**src/rtl/stopwatch_pkg.sv**
```systemverilog
// Shared definitions for the stopwatch controller slice.
//   sw_state_t : controller states
//   BCD_W / NUM_DIGITS / DIGITS_W : digit bus geometry
//   BTN_SS / BTN_LC : button indices (start/stop, lap/clear)
package stopwatch_pkg;

   typedef enum logic [1:0] {IDLE, RUN, LAP, STOP} sw_state_t;

   localparam int BCD_W      = 4;
   localparam int NUM_DIGITS = 6;
   localparam int DIGITS_W   = BCD_W * NUM_DIGITS;
   localparam int NUM_BTNS   = 2;
   localparam int BTN_SS     = 0;
   localparam int BTN_LC     = 1;

endpackage

```
**src/rtl/stopwatch_chain_if.sv**
```systemverilog
// Link between the controller and the cascaded BCD counter chain.
//   live_digits : current chain digits, [3:0] = least significant
//   chain_wrap  : one-cycle pulse when the chain rolls 999999 -> 000000
//   count_en    : one-cycle enable into the least significant counter
//   count_clr   : synchronous clear of every counter
// master = controller side, slave = counter chain side.
interface stopwatch_chain_if;
   import stopwatch_pkg::*;

   logic [DIGITS_W-1:0] live_digits;
   logic                chain_wrap;
   logic                count_en;
   logic                count_clr;

   modport master (
      input  live_digits, chain_wrap,
      output count_en, count_clr
   );

   modport slave (
      input  count_en, count_clr,
      output live_digits, chain_wrap
   );

endinterface

```
**src/rtl/button_debouncer.sv**
```systemverilog
// Synchronises and debounces one active-low push button.
//   clock, reset_n : system clock, async active-low reset
//   raw            : raw button level (0 = pressed)
//   press          : one-cycle pulse when the accepted level goes 1 -> 0
// A level is accepted after DB_CYCLES consecutive synchronised samples that
// differ from the current accepted level; any bounce restarts the count.
module button_debouncer #(
   parameter int DB_CYCLES = 500000
) (
   input  logic clock,
   input  logic reset_n,
   input  logic raw,
   output logic press
);

   localparam int CW = (DB_CYCLES > 1) ? $clog2(DB_CYCLES + 1) : 1;
   localparam logic [CW-1:0] CNT_LAST = CW'(DB_CYCLES - 1);

   logic [1:0]    sync;
   logic          level;
   logic [CW-1:0] cnt;
   logic          diff;
   logic          done;

   assign diff = (sync[1] != level);
   assign done = diff && (cnt == CNT_LAST);

   always_ff @(posedge clock or negedge reset_n) begin
      if (!reset_n) begin
         sync  <= 2'b11;
         level <= 1'b1;
         cnt   <= '0;
         press <= 1'b0;
      end else begin
         sync  <= {sync[0], raw};
         press <= done && !sync[1];
         if (!diff || done) cnt <= '0;
         else               cnt <= cnt + 1'b1;
         if (done) level <= sync[1];
      end
   end

endmodule

```
**src/rtl/stopwatch_controller.sv**
```systemverilog
// Stopwatch sequencer: start/stop, lap freeze and clear of a six-digit BCD
// counter chain, centisecond enable generation and registered display bus.
//   clock, reset_n : system clock, async active-low reset
//   buttons        : raw active-low buttons, [0] start/stop, [1] lap/clear
//   chain          : counter chain link (live digits, wrap, enable, clear)
//   disp_digits    : registered digits to the seven-segment decoders
//   running        : high in RUN or LAP
//   lap_active     : high in LAP
//   overflow       : sticky, set when the chain wraps while counting
module stopwatch_controller
   import stopwatch_pkg::*;
#(
   parameter int CLK_HZ    = 50000000,
   parameter int TICK_HZ   = 100,
   parameter int DB_CYCLES = 500000
) (
   input  logic                 clock,
   input  logic                 reset_n,
   input  logic [NUM_BTNS-1:0]  buttons,
   stopwatch_chain_if.master    chain,
   output logic [DIGITS_W-1:0]  disp_digits,
   output logic                 running,
   output logic                 lap_active,
   output logic                 overflow
);

   localparam int DIV = CLK_HZ / TICK_HZ;
   localparam int PW  = (DIV > 1) ? $clog2(DIV) : 1;
   localparam logic [PW-1:0] PRE_LAST = PW'(DIV - 1);

   logic [NUM_BTNS-1:0] press;
   sw_state_t           state, state_nxt;
   logic [PW-1:0]       presc;
   logic                clr_q, clr_nxt;
   logic                ovf_nxt;
   logic                counting;
   logic [DIGITS_W-1:0] lap_reg, lap_nxt;

   button_debouncer #(.DB_CYCLES(DB_CYCLES)) u_db [NUM_BTNS-1:0] (
      .clock   (clock),
      .reset_n (reset_n),
      .raw     (buttons),
      .press   (press)
   );

   assign counting        = (state == RUN) || (state == LAP);
   assign running         = counting;
   assign lap_active      = (state == LAP);
   // Decided from the present state only, so a press in the same cycle
   // never swallows the tick.
   assign chain.count_en  = counting && (presc == PRE_LAST);
   assign chain.count_clr = clr_q;

   always_comb begin
      state_nxt = state;
      clr_nxt   = 1'b0;
      ovf_nxt   = overflow;
      lap_nxt   = lap_reg;
      if (counting && chain.chain_wrap) begin
         // Wrap outranks any press arriving in the same cycle.
         ovf_nxt   = 1'b1;
         state_nxt = STOP;
      end else if (press[BTN_SS]) begin
         // start/stop outranks a simultaneous lap/clear
         case (state)
            IDLE, STOP: state_nxt = RUN;
            default:    state_nxt = STOP;
         endcase
      end else if (press[BTN_LC]) begin
         case (state)
            IDLE: clr_nxt = 1'b1;
            RUN: begin
               state_nxt = LAP;
               lap_nxt   = chain.live_digits;
            end
            LAP: state_nxt = RUN;
            default: begin
               clr_nxt   = 1'b1;
               ovf_nxt   = 1'b0;
               state_nxt = IDLE;
            end
         endcase
      end
   end

   always_ff @(posedge clock or negedge reset_n) begin
      if (!reset_n) begin
         state       <= IDLE;
         presc       <= '0;
         clr_q       <= 1'b1;
         lap_reg     <= '0;
         overflow    <= 1'b0;
         disp_digits <= '0;
      end else begin
         state       <= state_nxt;
         clr_q       <= clr_nxt;
         lap_reg     <= lap_nxt;
         overflow    <= ovf_nxt;
         disp_digits <= (state_nxt == LAP) ? lap_nxt : chain.live_digits;
         // Holding in STOP keeps the fractional centisecond.
         if (clr_q)         presc <= '0;
         else if (counting) presc <= (presc == PRE_LAST) ? '0 : presc + 1'b1;
      end
   end

endmodule
```
**src/flat_wrapper.sv**
```systemverilog
// flat-port wrapper written by rule: the top's interface ports become plain ports
module stopwatch_controller_flat import stopwatch_pkg::*;
#(
   parameter int CLK_HZ    = 50000000,
   parameter int TICK_HZ   = 100,
   parameter int DB_CYCLES = 500000
)
  (clock, reset_n, buttons, disp_digits, running, lap_active, overflow, chain_live_digits, chain_chain_wrap, chain_count_en, chain_count_clr);
  stopwatch_chain_if chain_i ();
  input  logic clock;
  input  logic reset_n;
  input  logic [NUM_BTNS-1:0] buttons;
  output logic [DIGITS_W-1:0] disp_digits;
  output logic running;
  output logic lap_active;
  output logic overflow;
  input wire logic [$bits(chain_i.live_digits)-1:0] chain_live_digits;
  input wire logic [$bits(chain_i.chain_wrap)-1:0] chain_chain_wrap;
  output wire logic [$bits(chain_i.count_en)-1:0] chain_count_en;
  output wire logic [$bits(chain_i.count_clr)-1:0] chain_count_clr;
  assign chain_i.live_digits = chain_live_digits;
  assign chain_i.chain_wrap = chain_chain_wrap;
  assign chain_count_en = chain_i.count_en;
  assign chain_count_clr = chain_i.count_clr;
  stopwatch_controller #(.CLK_HZ(CLK_HZ), .TICK_HZ(TICK_HZ), .DB_CYCLES(DB_CYCLES)) u_core (.clock(clock), .reset_n(reset_n), .buttons(buttons), .chain(chain_i), .disp_digits(disp_digits), .running(running), .lap_active(lap_active), .overflow(overflow));
endmodule
```
**config.mk**
```make
export PLATFORM = sky130hd
export DESIGN_NAME = stopwatch_controller_flat
export DESIGN_NICKNAME = d
export VERILOG_FILES = /design/src/rtl/stopwatch_pkg.sv /design/src/rtl/stopwatch_chain_if.sv /design/src/rtl/button_debouncer.sv /design/src/rtl/stopwatch_controller.sv /design/src/flat_wrapper.sv
export SDC_FILE = /design/constraint.sdc
export NUM_CORES = 1
export LEC_CHECK = 0
export CAP_MARGIN = 20
export CORE_ASPECT_RATIO = 0.8
export CORE_MARGIN = 2
export CORE_UTILIZATION = 38
export DETAILED_ROUTE_END_ITERATION = 10
export HOLD_SLACK_MARGIN = 0.08
export SKIP_CTS_REPAIR_TIMING = 1
export SLEW_MARGIN = 20
export SYNTH_ARGS = -nofsm -noshare
export SYNTH_HDL_FRONTEND = slang
export SYNTH_HIERARCHICAL = 1
export SYNTH_SLANG_ARGS = --single-unit
```
**constraint.sdc**
```tcl
create_clock -name clock -period 2.15 [get_ports clock]
set_clock_uncertainty 0.2 [all_clocks]
set_input_delay 0.3225 -clock clock [delete_from_list [all_inputs] [get_ports clock]]
set_output_delay 0.3225 -clock clock [all_outputs]
set_load 0.01 [all_outputs]
```
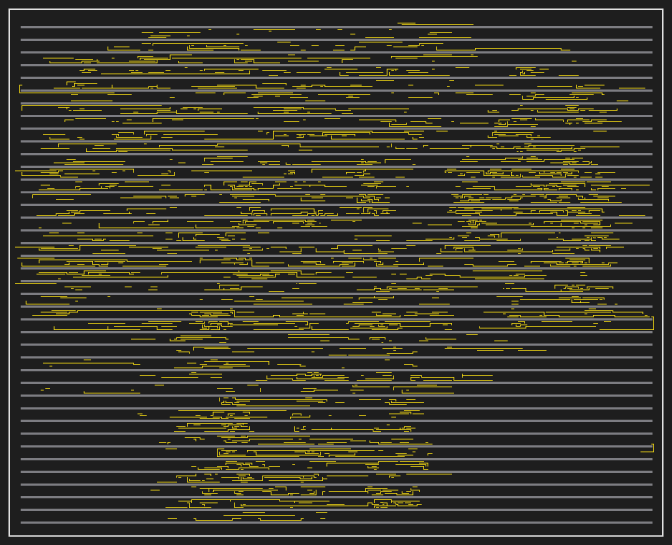
run_1/met1.png
Supply wires on this layer in grey.
main direction: horizontal
share of all routed wire: 48%
longest straight run: 33.6 um
nets with wire on the layer: 563
wire length on this layer: 5,940 um
routed wire length: 12,240 um
met1 global-route usage: 0.2168
DR vias: 3,937

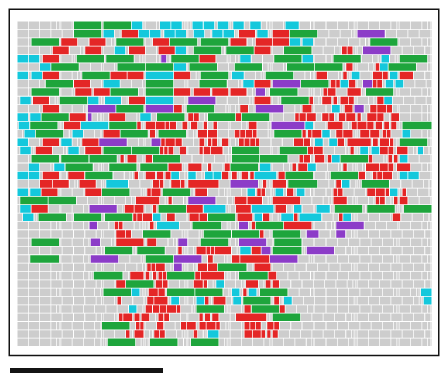
run_1/cell_classes.png
The bar under the picture is 50 um long. Fill, decap, tap and diode cells in grey.
legend:
  green:
    class: flip-flops
    cells: 117
  red:
    class: all other logic
    cells: 327
  purple:
    class: clock drivers and dummy loads
    cells: 32
  cyan:
    class: other buffers and delay cells
    cells: 114
total number of placement rows: 39
sequential share of cell area: 0.3897
Util after Layout: 0.5255
area of all placed cells without fillers: 0.007538 mm2
Core Region: 0.01435 mm2

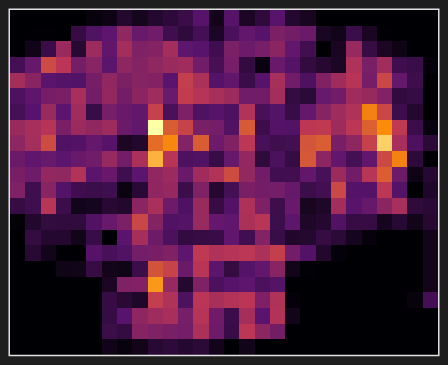
run_1/wire_density.png
28 x 22 tiles, from black (low) to pale yellow (high), scaled to the fullest tile. Values are wire area over tile area, all layers added.
fullest tile: 0.55
tiles over half the peak: 6.0%
emptiest ninth of the die: south-east
nearly empty tiles: 22%
mean over tiles: 0.12
global-route usage over all layers: 0.1614
Routed WL per cell: 15.82 um

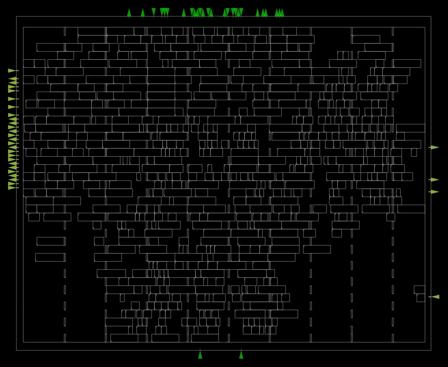
run_1/final_placement.png
filler cell count: 1,225
non-filler instance count after layout: 774
well tap count: 184
FFs & Latches: 117

==> impl_metrics.json, run 1 <==
{
  "layout.non_clock_buffers": 114,
  "finalMaxSlewViolations": 0,
  "crit_startpoint": "u_core/state[1]$_DFF_PN0_",
  "hold_end": "u_core/u_db[0]/sync[0]$_DFF_PN1_",
  "post_synthesis_share_of_cell_area_spent_on_full_adders_half_adders_and_majority_gates": 0.01344,
  "post-route-worst-setup-slack_ns": -0.03444,
  "synth_flops": 117,
  "p_total_mw": 5.254,
  "synth-simple-area-share": 0.1908,
  "post_dp_cell_area_mm2": 0.006691,
  "floorplan.nets": 495,
  "grt_antenna_before_repair": 0,
  "final_layout_size_suffix_gt1_frac": 0.3119,
  "port_buffer_cells": 57,
  "postSynth.asyncResetShare": 1.000,
  "n_clock_buffer": 18,
  "clk_path_buf_depth": 2,
  "ys_top_cells_by_area": "sky130_fd_sc_hd__dfrtp_1, sky130_fd_sc_hd__mux2_4, sky130_fd_sc_hd__dfstp_2, sky130_fd_sc_hd__xor2_1, sky130_fd_sc_hd__nor2_1",
  "timing.setup.tns_ns": -0.4320,
  "area_growth_pct": 34.94,
  "synth-edff-count": 0,
  "ant_nets": 0,
  "floorplan.die.height_um": 112.5,
  "path_class": "reg2reg",
  "grt_pass1_wl_um": 20070,
  "outcome": "finished, violations left",
  "top_cells_by_count": "sky130_fd_sc_hd__dfrtp_1, sky130_fd_sc_hd__mux2_4, sky130_fd_sc_hd__nor2_1",
  "vdd_drop_max_uv": 467.0,
  "avgSynthCellArea_um2": 12.14,
  "drt-vias-per-instance": 5.087,
  "ys_seq_frac": 0.5256,
  "violations": "negative setup slack",
  "largest_register_ffs": 38,
  "synth_mux_share": 0.1308,
  "yosys_warnings": 6,
  "netlist_logic_family_top": "simple AND/OR/NAND/NOR gates",
  "place_hpwl_um": 8075,
  "worstPathCellList": "ha_4 -> nand2b_4 -> and3_4 -> clkbuf_16 -> mux2_4 -> mux2_4",
  "hold_violations": 0,
  "ys_types": 54,
  "mappedNetlistArea_mm2": 0.005587,
  "critical_path_buf_inv_count": 1,
  "routabilityCongestion": 0.7601,
  "grt.overflow.total": 0,
  "placed_cells": 730,
  "die_area_mm2": 0.01569,
  "io-pin-count": 58,
  "path_common_cell": "sky130_fd_sc_hd__mux2_4",
  "worst_reg_to_reg_setup_slack_ns": -0.03,
  "area.sequential_mm2": 0.002938,
  "ys_chip_area_mm2": 0.005587,
  "critPathTopFamily": "multiplexers",
  "worstHoldPathCells": 1,
  "critPathCapture": "u_core/disp_digits[12]$_DFF_PN0_",
  "bufAreaShareNonClock": 0.1529,
  "cell_total_in_the_yosys_stat_output": 460,
  "largestClassByArea": "flip-flops and latches",
  "numCtsBuffers": 17,
  "dpl_worst_slack_ns": -0.1085,
  "first_pass_iters": 5,
  "crit_path_top_delay_cell": "sky130_fd_sc_hd__dfrtp_1",
  "hold_path_class": "in2reg",
  "critical-path-max-stage-delay_ns": 0.41,
  "worst_setup_hold_path_clk_slew_ns": 0.06,
  "die_x_um": 139.6,
  "grt_max_degree": 45,
  "post-synth-top-count-cell": "sky130_fd_sc_hd__dfrtp_1",
  "warnings": 29,
  "reg2reg_to": "u_core/disp_digits[12]$_DFF_PN0_",
  "fin_crit_sh": 1.016,
  "endpoint_kind": "register",
  "layout_top_cell": "sky130_fd_sc_hd__dfrtp_1",
  "rsz0062_at_grt": "true",
  "min-delay-start": "buttons[0]",
  "postSynth.topFlopCell": "sky130_fd_sc_hd__dfrtp_1",
  "final_nets": 612,
  "worst_setup_path_start_kind": "register",
  "achievable-frequency_mhz": 457.8,
  "nMultiInputCombCells": 316,
  "clock_tree_from_tritoncts": "built",
  "critical_path_peak_fanout": 5,
  "drc": 0,
  "xor_share_synth": 0.05174,
  "first_global_vias": 4097,
  "cp_data_required_time_ns": 2.25,
  "largest_area_cell": "sky130_fd_sc_hd__dfrtp_1",
  "inverters": 11,
  "synth_cells": 460,
  "crit-reg2reg-launch": "u_core/state[1]$_DFF_PN0_",
  "post-synth-top-area-fraction": 0.4927,
  "power.density_mw_per_mm2": 697.0,
  "maxSlewHeadroom": 0.5901,
  "first_iter_violations": 267,
  "synthAoiAreaFrac": 0.05980,
  "final_cell_mix": "sky130_fd_sc_hd__dfrtp_1, sky130_fd_sc_hd__clkdlybuf4s50_1, sky130_fd_sc_hd__mux2_4",
  "setup_viol": 22,
  "arrival_ns": 2.29,
  "antenna_cells": 0,
  "clock_tree_area_fraction": 0.07552,
  "clk-insertion-delay-late_ns": 0.42,
  "leakage_power_nw": 3.335,
  "comb_area_share": 0.3456,
  "whs_ns": 0.1276,
  "combGateArea_mm2": 0.002605,
  "final.min_clock_period_ns": 2.184,
  "floorplan.initialDensity": 0.3894,
  "ctsHtreeMaxLevel": 4,
  "clock-sinks": 117,
  "worst_slew_pin_slew_ns": 0.6149,
  "max_cap_viol_count": 0,
  "cts.root.buffer_cell": "sky130_fd_sc_hd__clkbuf_16",
  "critical_path_depth_in_cells": 6,
  "reg2reg_depth": 6
}
-- run 1: power by group --
part           leakage, nW  internal (mW)  switching, mW
logic                 1.53          0.144          0.109
registers             1.53           2.24         0.0243
clock network        0.275           1.62           1.11
-- run 1: routing by layer --
| metal | global-route usage | vias to the layer above | wire length, um |
|---|---|---|---|
| li1 | - | 1884 | - |
| met4 | 0.04200 | 0 | 77 |
| met2 | 0.2474 | 82 | 5658 |
| met1 | 0.2168 | 1963 | 5936 |
| met3 | 0.06186 | 8 | 568 |
| met5 | 0 | - | 0 |
==> run 2, diff against run 1 <==
- CAP_MARGIN: 20 -> 5
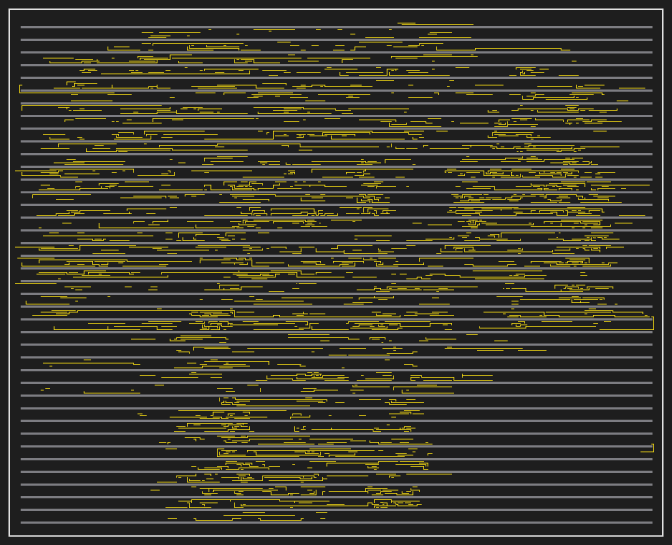
run_2/met1.png
Supply wires on this layer in grey.
share of all routed wire: 48%
main direction: horizontal
wire length on this layer: 5,940 um

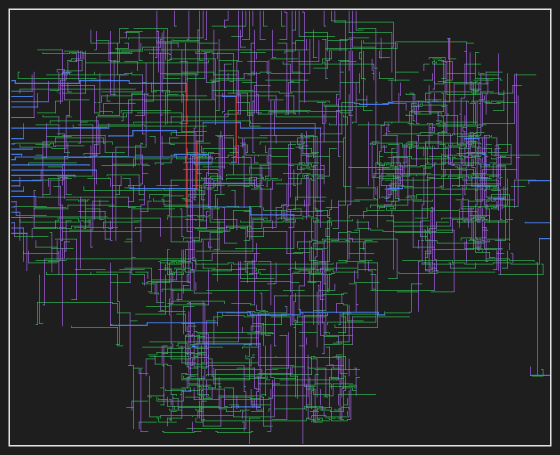
run_2/metal_stack.png
legend:
  purple:
    layer: met2
    wire_length: 5,660 um
  red:
    layer: met4
    wire_length: 77.5 um
  blue:
    layer: met3
    wire_length: 569 um
  green:
    layer: met1
    wire_length: 5,940 um

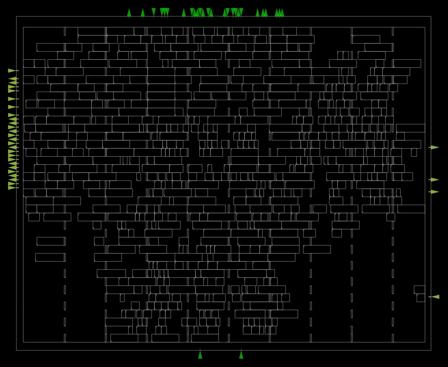
run_2/final_placement.png

==> impl_metrics.json, run 2 <==
{
  "floorplan.nets": 495,
  "worst_setup_hold_path_clk_slew_ns": 0.06,
  "layout_top_cell": "sky130_fd_sc_hd__dfrtp_1",
  "vias": 3937,
  "synth_cells": 460,
  "drc": 0,
  "met1Wirelength_um": 5936,
  "die_area_mm2": 0.01569,
  "reg2reg_depth": 6,
  "final_layout_size_suffix_gt1_frac": 0.3119,
  "critical-path-max-stage-delay_ns": 0.41,
  "pwr.group.clock_mw": 2.74,
  "yosys_warnings": 6,
  "crit_path_top_delay_cell": "sky130_fd_sc_hd__dfrtp_1",
  "cts.root.buffer_cell": "sky130_fd_sc_hd__clkbuf_16",
  "post-synth-top-area-fraction": 0.4927,
  "synth-simple-area-share": 0.1908,
  "power.density_mw_per_mm2": 697.0,
  "vdd_drop_max_uv": 467.0,
  "final_cell_mix": "sky130_fd_sc_hd__dfrtp_1, sky130_fd_sc_hd__clkdlybuf4s50_1, sky130_fd_sc_hd__mux2_4",
  "largest_area_cell": "sky130_fd_sc_hd__dfrtp_1",
  "largest_register_ffs": 38,
  "final_nets": 612,
  "grt.overflow.total": 0,
  "outcome": "finished, violations left",
  "fin_crit_sh": 1.016,
  "setup_viol": 22,
  "hold_violations": 0,
  "die_x_um": 139.6,
  "cell_total_in_the_yosys_stat_output": 460,
  "critPathCapture": "u_core/disp_digits[12]$_DFF_PN0_",
  "clock-sinks": 117,
  "post_synthesis_share_of_cell_area_spent_on_full_adders_half_adders_and_majority_gates": 0.01344,
  "combinationalPower_mw": 0.252,
  "grt_antenna_before_repair": 0,
  "wl_per_cell_um": 15.82,
  "hold_end": "u_core/u_db[0]/sync[0]$_DFF_PN1_",
  "power.share.clock": 0.521,
  "met3_usage": 0.06186,
  "crit-reg2reg-launch": "u_core/state[1]$_DFF_PN0_",
  "ys_seq_frac": 0.5256,
  "ys_types": 54,
  "cp_data_required_time_ns": 2.25,
  "clock_tree_from_tritoncts": "built",
  "post-route-worst-setup-slack_ns": -0.03444,
  "critPathTopFamily": "multiplexers",
  "wl_met3_um": 568,
  "max_cap_viol_count": 0,
  "top_power_group": "the clock network",
  "io-pin-count": 58,
  "hold_path_class": "in2reg",
  "track_usage": 0.1614,
  "min-delay-start": "buttons[0]",
  "final.min_clock_period_ns": 2.184,
  "cellInternalPower_mw": 4.007,
  "met2WireLength_um": 5658,
  "reg2reg_to": "u_core/disp_digits[12]$_DFF_PN0_",
  "drt-vias-per-instance": 5.087,
  "clk-insertion-delay-late_ns": 0.42,
  "grt_max_degree": 45,
  "first_pass_iters": 5,
  "place_hpwl_um": 8075,
  "postSynth.topFlopCell": "sky130_fd_sc_hd__dfrtp_1",
  "floorplan.initialDensity": 0.3894,
  "seq-power_mw": 2.27,
  "netlist_logic_family_top": "simple AND/OR/NAND/NOR gates",
  "ant_nets": 0,
  "violations": "negative setup slack",
  "critical_path_buf_inv_count": 1,
  "post-synth-top-count-cell": "sky130_fd_sc_hd__dfrtp_1",
  "grt_util_met1": 0.2168,
  "grt_pass1_wl_um": 20070,
  "routabilityCongestion": 0.7601,
  "timing.setup.tns_ns": -0.4320,
  "combinationalPowerShare": 0.048,
  "core_region_mm2": 0.01435,
  "ys_top_cells_by_area": "sky130_fd_sc_hd__dfrtp_1, sky130_fd_sc_hd__mux2_4, sky130_fd_sc_hd__dfstp_2, sky130_fd_sc_hd__xor2_1, sky130_fd_sc_hd__nor2_1",
  "worstPathCellList": "ha_4 -> nand2b_4 -> and3_4 -> clkbuf_16 -> mux2_4 -> mux2_4",
  "port_buffer_cells": 57,
  "synthAoiAreaFrac": 0.05980,
  "path_common_cell": "sky130_fd_sc_hd__mux2_4",
  "clk_path_buf_depth": 2,
  "antenna_cells": 0,
  "leakage_power_nw": 3.335,
  "non_filler_instance_count_after_layout": 774,
  "first_global_vias": 4097,
  "top_cells_by_count": "sky130_fd_sc_hd__dfrtp_1, sky130_fd_sc_hd__mux2_4, sky130_fd_sc_hd__nor2_1",
  "critical_path_depth_in_cells": 6,
  "finalMaxSlewViolations": 0,
  "endpoint_kind": "register",
  "most_utilized_layer_in_the_global_route_result": "met2",
  "placementRows": 39,
  "critical_path_peak_fanout": 5,
  "ys_chip_area_mm2": 0.005587,
  "routed_wirelength_um": 12240,
  "synth_flops": 117,
  "synth-edff-count": 0,
  "postSynth.asyncResetShare": 1.000,
  "numCtsBuffers": 17,
  "pwr-share-seq": 0.431,
  "sw_frac_of_total": 0.2374,
  "floorplan.die.height_um": 112.5,
  "synth_mux_share": 0.1308,
  "placed_cells": 730,
  "netSwitchingPower_mw": 1.247,
  "worstHoldPathCells": 1,
  "path_class": "reg2reg",
  "worst_setup_path_start_kind": "register",
  "maxSlewHeadroom": 0.5901,
  "achievable-frequency_mhz": 457.8,
  "rsz0062_at_grt": "true",
  "mappedNetlistArea_mm2": 0.005587
}
-- run 2: cell counts after synthesis --
Identical to the previous run, type by type.
-- run 2: cell type report --
class,instances,area [um2]
Sequential cell,117,2938
Inverter,11,43.79
Tap cell,184,230.2
Clock inverter,14,140.1
Timing Repair Buffer,114,1152
Fill cell,1225,6808
Clock buffer,18,429.2
Multi-Input combinational cell,316,2605
-- run 2: through the flow --
step           cell area [um2]  hold WS (ns)  power [mW]  setup WS, ns
6_report                  7538        0.1276       5.254      -0.03444
4_1_cts                   7261       -0.2658       5.315       -0.4473
2_1_floorplan             5607       -0.1731       2.371       0.01790
3_3_place_gp              6691        0.1457       2.550      -0.08515
5_1_grt                   7538        0.1075       5.459       -0.1029
3_5_place_dp              6691        0.1473       2.553       -0.1085
Power figures rest on the tool's default switching activity, not on a simulated workload.
